[config.mk]
export PLATFORM = sky130hd
export DESIGN_NAME = pe_fc_mac_vec
export DESIGN_NICKNAME = d
export VERILOG_FILES = /design/src/rtl/pe_fc_pkg.sv /design/src/rtl/pe_fc_mac_vec_lane_dot.sv /design/src/rtl/pe_fc_mac_vec.sv
export SDC_FILE = /design/constraint.sdc
export NUM_CORES = 2
export LEC_CHECK = 0
export CORE_ASPECT_RATIO = 0.7
export CORE_MARGIN = 3
export CORE_UTILIZATION = 30
export DETAILED_ROUTE_END_ITERATION = 8
export PLACE_DENSITY = 0.48
export SKIP_LAST_GASP = 1
export SYNTH_ARGS = -nofsm -noshare
export SYNTH_HDL_FRONTEND = slang
export SYNTH_SLANG_ARGS = --single-unit
[constraint.sdc]
create_clock -name clk -period 5 [get_ports clk]
set_input_delay 1 -clock clk [delete_from_list [all_inputs] [get_ports clk]]
set_output_delay 1 -clock clk [all_outputs]
set_load 0.03 [all_outputs]
[src/rtl/pe_fc_pkg.sv]
// Shared types, default widths and the round/saturate helper for the
// vector fully-connected processing element.
package pe_fc_pkg;

  localparam int DEF_DATA_WIDTH = 16;
  localparam int DEF_FRAC_BITS  = 8;
  localparam int DEF_LANES      = 4;
  localparam int DEF_CNT_W      = 10;
  localparam int DEF_ACC_WIDTH  = 48;

  // Container width for the round/saturate helper; any ACC_WIDTH up to
  // this fits after sign extension.
  localparam int RS_W = 64;

  typedef enum logic [1:0] {
    IDLE  = 2'd0,
    RUN   = 2'd1,
    DRAIN = 2'd2,
    DONE  = 2'd3
  } state_t;

  typedef struct packed {
    logic [RS_W-1:0] value;
    logic            sat;
  } round_sat_t;

  // Round half toward +inf, arithmetic shift, then clip to a signed
  // data_width range. acc arrives sign-extended to RS_W bits.
  function automatic round_sat_t round_sat(
    input logic signed [RS_W-1:0] acc,
    input int unsigned            data_width,
    input int unsigned            frac_bits
  );
    round_sat_t              res;
    logic signed [RS_W-1:0]  half;
    logic signed [RS_W-1:0]  r;
    logic signed [RS_W-1:0]  hi;
    logic signed [RS_W-1:0]  lo;
    half = (frac_bits == 0) ? 64'sd0 : (64'sd1 <<< (frac_bits - 1));
    r    = (acc + half) >>> frac_bits;
    hi   = (64'sd1 <<< (data_width - 1)) - 64'sd1;
    lo   = -(64'sd1 <<< (data_width - 1));
    res.sat   = 1'b0;
    res.value = r;
    if (r > hi) begin
      res.sat   = 1'b1;
      res.value = hi;
    end else if (r < lo) begin
      res.sat   = 1'b1;
      res.value = lo;
    end
    return res;
  endfunction

endpackage

[src/rtl/pe_fc_mac_vec_lane_dot.sv]
// LANES signed multipliers (stage 1) feeding a registered adder tree
// (stage 2); a valid bit travels with each stage so bubbles stay bubbles.
module pe_fc_lane_dot
  import pe_fc_pkg::*;
#(
  parameter int DATA_WIDTH = DEF_DATA_WIDTH,
  parameter int LANES      = DEF_LANES,
  parameter int SUM_W      = 2 * DATA_WIDTH + $clog2(LANES)
) (
  input  logic                          clk,
  input  logic                          rst_n,
  input  logic                          in_valid,
  input  logic [LANES*DATA_WIDTH-1:0]   in_data,
  input  logic [LANES*DATA_WIDTH-1:0]   in_weight,
  output logic                          pipe_active,
  output logic                          sum_valid,
  output logic signed [SUM_W-1:0]       sum
);

  localparam int PROD_W = 2 * DATA_WIDTH;

  logic                     s1_valid;
  logic signed [PROD_W-1:0] prod_q [LANES];
  logic signed [SUM_W-1:0]  sum_c;

  // NOTE: a combinational block assigns every output a default first and
  // uses blocking '=' so the running sum reads its own previous value
  // within the same pass; no latch is inferred.
  always_comb begin
    sum_c = '0;
    for (int i = 0; i < LANES; i++) begin
      sum_c = sum_c + SUM_W'(prod_q[i]);
    end
  end

  // NOTE: sequential state uses non-blocking '<=' so all registers sample
  // pre-edge values. The product array is a handful of pipeline registers,
  // not a memory, so it is cheap to clear and keeps out_acc deterministic.
  always_ff @(posedge clk or negedge rst_n) begin
    if (!rst_n) begin
      s1_valid  <= 1'b0;
      sum_valid <= 1'b0;
      sum       <= '0;
      for (int i = 0; i < LANES; i++) begin
        prod_q[i] <= '0;
      end
    end else begin
      s1_valid  <= in_valid;
      sum_valid <= s1_valid;
      if (in_valid) begin
        for (int i = 0; i < LANES; i++) begin
          prod_q[i] <= PROD_W'(signed'(in_data[i*DATA_WIDTH +: DATA_WIDTH])) *
                       PROD_W'(signed'(in_weight[i*DATA_WIDTH +: DATA_WIDTH]));
        end
      end
      if (s1_valid) begin
        sum <= sum_c;
      end
    end
  end

  assign pipe_active = s1_valid || sum_valid;

endmodule

[src/rtl/pe_fc_mac_vec.sv]
// Vector fully-connected PE: streams LANES-wide beats into a bias-seeded
// accumulator, then rounds, saturates and optionally rectifies one output.
module pe_fc_mac_vec
  import pe_fc_pkg::*;
#(
  parameter int DATA_WIDTH = DEF_DATA_WIDTH,
  parameter int FRAC_BITS  = DEF_FRAC_BITS,
  parameter int LANES      = DEF_LANES,
  parameter int CNT_W      = DEF_CNT_W,
  parameter int ACC_WIDTH  = DEF_ACC_WIDTH
) (
  input  logic                        clk,
  input  logic                        rst_n,
  input  logic                        start,
  input  logic [CNT_W-1:0]            num_beats,
  input  logic [DATA_WIDTH-1:0]       bias,
  input  logic                        relu_en,
  output logic                        busy,
  input  logic                        in_valid,
  output logic                        in_ready,
  input  logic [LANES*DATA_WIDTH-1:0] in_data,
  input  logic [LANES*DATA_WIDTH-1:0] in_weight,
  output logic                        out_valid,
  input  logic                        out_ready,
  output logic [DATA_WIDTH-1:0]       out_data,
  output logic                        out_sat,
  output logic [ACC_WIDTH-1:0]        out_acc
);

  localparam int SUM_W = 2 * DATA_WIDTH + $clog2(LANES);

  if (ACC_WIDTH < SUM_W + CNT_W || ACC_WIDTH > RS_W) begin : g_bad_acc_width
    $error("pe_fc_mac_vec: ACC_WIDTH out of range");
  end

  state_t                     state;
  logic [CNT_W-1:0]           beats_q;
  logic [CNT_W-1:0]           beat_cnt;
  logic                       relu_q;
  logic signed [ACC_WIDTH-1:0] acc;
  // Set for one cycle after each accumulator write, so the result is only
  // taken once the accumulate stage has settled.
  logic                       acc_pending;

  logic                       beat_fire;
  logic                       pipe_active;
  logic                       sum_valid;
  logic signed [SUM_W-1:0]    lane_sum;
  logic                       pipe_empty;

  round_sat_t                 rs;
  logic [DATA_WIDTH-1:0]      res_data;
  logic                       res_neg;
  logic                       unused_rs_hi;

  assign beat_fire = in_valid && in_ready;

  pe_fc_lane_dot #(
    .DATA_WIDTH (DATA_WIDTH),
    .LANES      (LANES),
    .SUM_W      (SUM_W)
  ) u_lane_dot (
    .clk         (clk),
    .rst_n       (rst_n),
    .in_valid    (beat_fire),
    .in_data     (in_data),
    .in_weight   (in_weight),
    .pipe_active (pipe_active),
    .sum_valid   (sum_valid),
    .sum         (lane_sum)
  );

  assign pipe_empty   = !pipe_active && !acc_pending;
  assign rs           = round_sat(RS_W'(acc), DATA_WIDTH, FRAC_BITS);
  assign res_data     = rs.value[DATA_WIDTH-1:0];
  assign res_neg      = res_data[DATA_WIDTH-1];
  assign unused_rs_hi = ^rs.value[RS_W-1:DATA_WIDTH];

  always_ff @(posedge clk or negedge rst_n) begin
    if (!rst_n) begin
      state       <= IDLE;
      busy        <= 1'b0;
      in_ready    <= 1'b0;
      out_valid   <= 1'b0;
      out_sat     <= 1'b0;
      out_data    <= '0;
      out_acc     <= '0;
      beats_q     <= '0;
      beat_cnt    <= '0;
      relu_q      <= 1'b0;
      acc         <= '0;
      acc_pending <= 1'b0;
    end else begin
      acc_pending <= sum_valid;
      if (sum_valid) begin
        acc <= acc + ACC_WIDTH'(lane_sum);
      end

      case (state)
        IDLE: begin
          if (start) begin
            beats_q     <= num_beats;
            relu_q      <= relu_en;
            beat_cnt    <= '0;
            acc         <= ACC_WIDTH'(signed'(bias)) <<< FRAC_BITS;
            acc_pending <= 1'b1;
            busy        <= 1'b1;
            if (num_beats == '0) begin
              state <= DRAIN;
            end else begin
              state    <= RUN;
              in_ready <= 1'b1;
            end
          end
        end
        RUN: begin
          if (beat_fire) begin
            beat_cnt <= beat_cnt + CNT_W'(1);
            if (beat_cnt == beats_q - CNT_W'(1)) begin
              state    <= DRAIN;
              in_ready <= 1'b0;
            end
          end
        end
        DRAIN: begin
          if (pipe_empty) begin
            out_data  <= (relu_q && res_neg) ? '0 : res_data;
            out_sat   <= rs.sat;
            out_acc   <= acc;
            out_valid <= 1'b1;
            state     <= DONE;
          end
        end
        DONE: begin
          if (out_ready) begin
            out_valid <= 1'b0;
            busy      <= 1'b0;
            state     <= IDLE;
          end
        end
        default: state <= IDLE;
      endcase
    end
  end

endmodule

==> summary.txt <==
Notes on the physical design

The number of flip-flops and latches in the synthesized netlist is 304. Per Yosys stat, the portion of area used by sequential elements is 13.30%. The tool warning count for the run is 34. Counting stages on the worst path, the most repeated cell is sky130_fd_sc_hd__inv_2. Once the clock tree was built, the setup fixing pass inserted 223 buffers. The post-route netlist has 26.33% of its cells at a drive strength greater than 1. The post-synth count of flops with an enable pin is 0. The placed cell area is 68990 µm².

The logic depth of the worst register-to-register path is 15. The number of cells in the finished layout apart from fillers is 9763. The required time at the endpoint of the critical path is 5.38 ns.

The pre-antenna-repair detailed-routing pass consisted of 5 iterations. The most common cell after layout, fill and taps aside is sky130_fd_sc_hd__inv_1. The critical path contains buffers and inverters numbering 6 combined. By instance count after routing, the leading logic cell types are sky130_fd_sc_hd__inv_1, sky130_fd_sc_hd__fa_1, sky130_fd_sc_hd__nand2_1.

The path type of the worst setup path is primary input to register. In this run the tool buffered the top-level ports with 227 buffer cells. The yosys synthesis warning count is 0. The max-capacitance violation count is 0. Pins over their slew limit in the final report were tallied at 0.

TritonCTS built the clock tree. The final count of hold timing violations is 0. In this run, placement finished with an instance count of 9438. The checks that failed: setup timing. The largest register by flop count is u_lane_dot.prod_q. Yosys reports that the most numerous cell types are sky130_fd_sc_hd__inv_1, sky130_fd_sc_hd__fa_1, sky130_fd_sc_hd__nand2_1. The dominant register cell is sky130_fd_sc_hd__dfrtp_1. The worst clock skew is 0.03270 ns. The number of buffers inserted by hold repair at cts is 0.

The detail route stage leaves a number of antenna-violating nets equal to 0. The met1 track utilization from global routing is 27.73%. The cell at the root of the clock tree is sky130_fd_sc_hd__clkbuf_16. The final antenna diode count is 0.

Data on the critical path arrives at its endpoint at 6.71 ns. The flow ran to the end, but the final reports show violations. The die outline width is 527.9 µm. For the finished layout, the period the worst path requires is 6.328 ns. Once the clock tree was built, the resizer swapped 996 gates to a different size. The die footprint is 196000 µm². Across all setup checks in the final design, the least slack found is -1.328 ns. The count of vias placed by the detailed router is 44790. The register clock-pin slew on the reported worst setup and hold paths is 0.07 ns. In the finished design, the share of the clock period the worst path needs comes to 126.6%.

The number of antenna violations at the first check in global routing is 1. The initial cell density of the core is 30.31%. The routed wire length is 171200 µm. Synthesis produced a netlist whose cell count is 6199.

In this run the standard cell core region covers 188700 µm². The worst-case reg-to-reg setup slack stands at 0.44 ns. In the final layout, the registers with the most flip-flops are u_lane_dot.prod_q (128), acc (48), out_acc (48). With fillers left out, the area of the finished cells amounts to 75090 µm².

The final-report setup violation count is 87. The worst setup path startpoint is in_data[40]. The final hold slack is 0.4505 ns.

The number of global-route vias before repair came to 47750. Before any placement, the netlist area is recorded as 57200 µm². The floorplan has 133 rows. The H-tree depth reported by CTS is 2. The initial DRC count is 2463. Global routing put the most usage on met1.

The worst flop-to-flop path endpoint is u_lane_dot.sum[31]$_DFFE_PN0P_. STA classifies the critical path endpoint as a register. The proportion of register bits with asynchronous set or reset after synthesis is 100.0%. The relative slew slack is 36.13%. After synthesis, the netlist uses 89 different library cells. The chip height is 371.3 µm. All stages included, the depth of the critical timing path comes to 24. Setup repair after global routing could not meet its margin everywhere.

After detailed routing, the met2 layer carries 71740 µm of wire. The clock passes through at most 3 buffers. The net count after synthesis is 7888. Each instance of the synthesized netlist takes up on average 9.227 µm². The critical path's top delay family is adder cells.

The register with the most flip-flops in the layout has 128 of them. The DRC violation count after routing is 0. Sorting the synthesized cells by area gives the leading types as sky130_fd_sc_hd__fa_1, sky130_fd_sc_hd__dfrtp_1, sky130_fd_sc_hd__ha_1, sky130_fd_sc_hd__inv_1, sky130_fd_sc_hd__nand2_1. The highest layer touched by signal routing is met4. Along the worst path, the maximum fanout reaches 3. The path type of the worst min-delay path is primary input to asynchronous set/reset pin. The cell total in the yosys stat output is 6199. The first global-routing pass estimated 275300 µm of wire.
==> area by class of cell <==
class	instances	area, µm²
Multi-Input combinational cell	4464	47230
Clock buffer	42	910.9
Tap cell	2497	3124
Inverter	1209	4552
Timing Repair Buffer	1229	11420
Clock inverter	18	247.7
Sequential cell	304	7610
Fill cell	18740	113600
==> kinds of logic after synthesis <==
group,synth area share [%]
xor+xnor,3.935
compound gates,8.352
simple gates,15.43
mux,1.402
fa+ha+maj,48.07
buf+inv,9.517
flops,13.30
Close-up of the layout:
Window x 119 to 144, y 266 to 291 µm. Cells in grey, sequential cells in the stronger grey; small squares are vias.
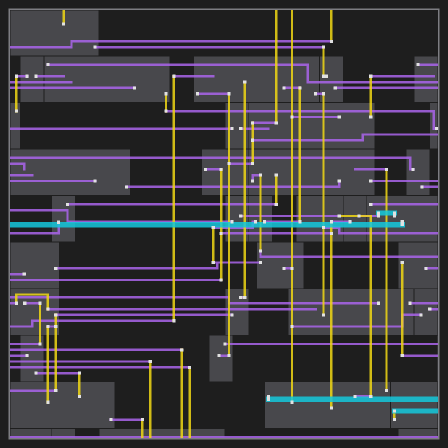
- metal 3: cyan
- metal 1: purple
- metal 2: yellow
- most frequent: inv_1 (12), fa_1 (10), buf_4 (4)
- cells with their middle in the window: 26
- sequential cells in the window: 0

Track usage over the die:
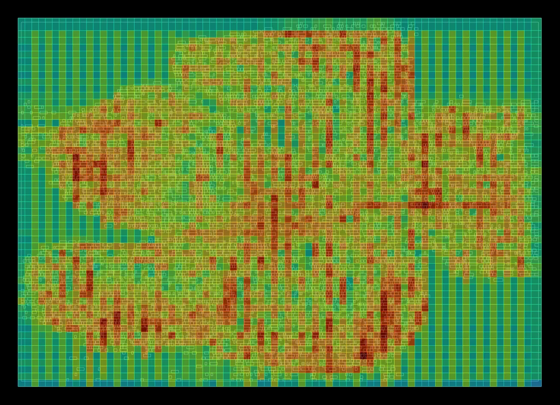
met2 Use GR: 26.13%
met3 track demand over resource in global routing: 2.500%
final core utilization: 39.79%
all-layer global routing usage: 17.68%
routed length per instance: 17.53 µm

Placement by cell class:
Scale: 1 px per µm.
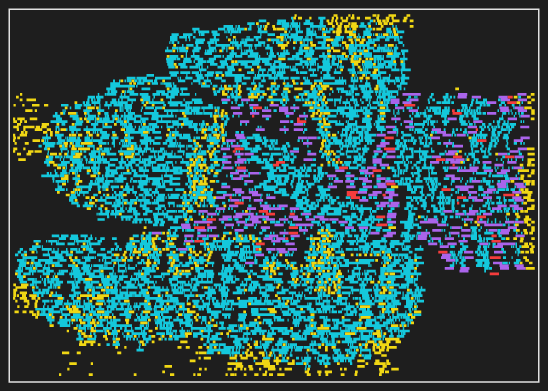
- flops: purple (cells 304)
- other buffers and delay cells: yellow (cells 1229)
- clock drivers and dummy loads: red (cells 60)
- combinational and other logic: cyan (cells 5673)

Metal 1:
Scale: 1 px per µm.
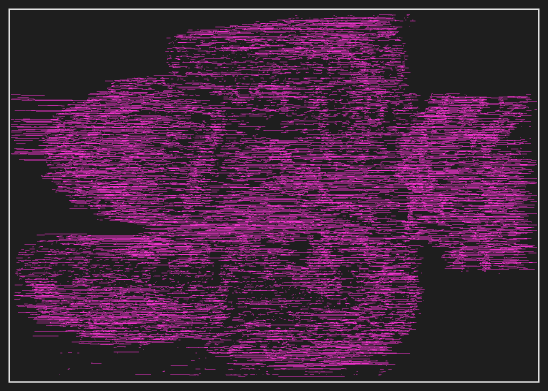
- wire length on this layer: 88.6 mm
- nets with wire on the layer: 8246
- main direction: horizontal

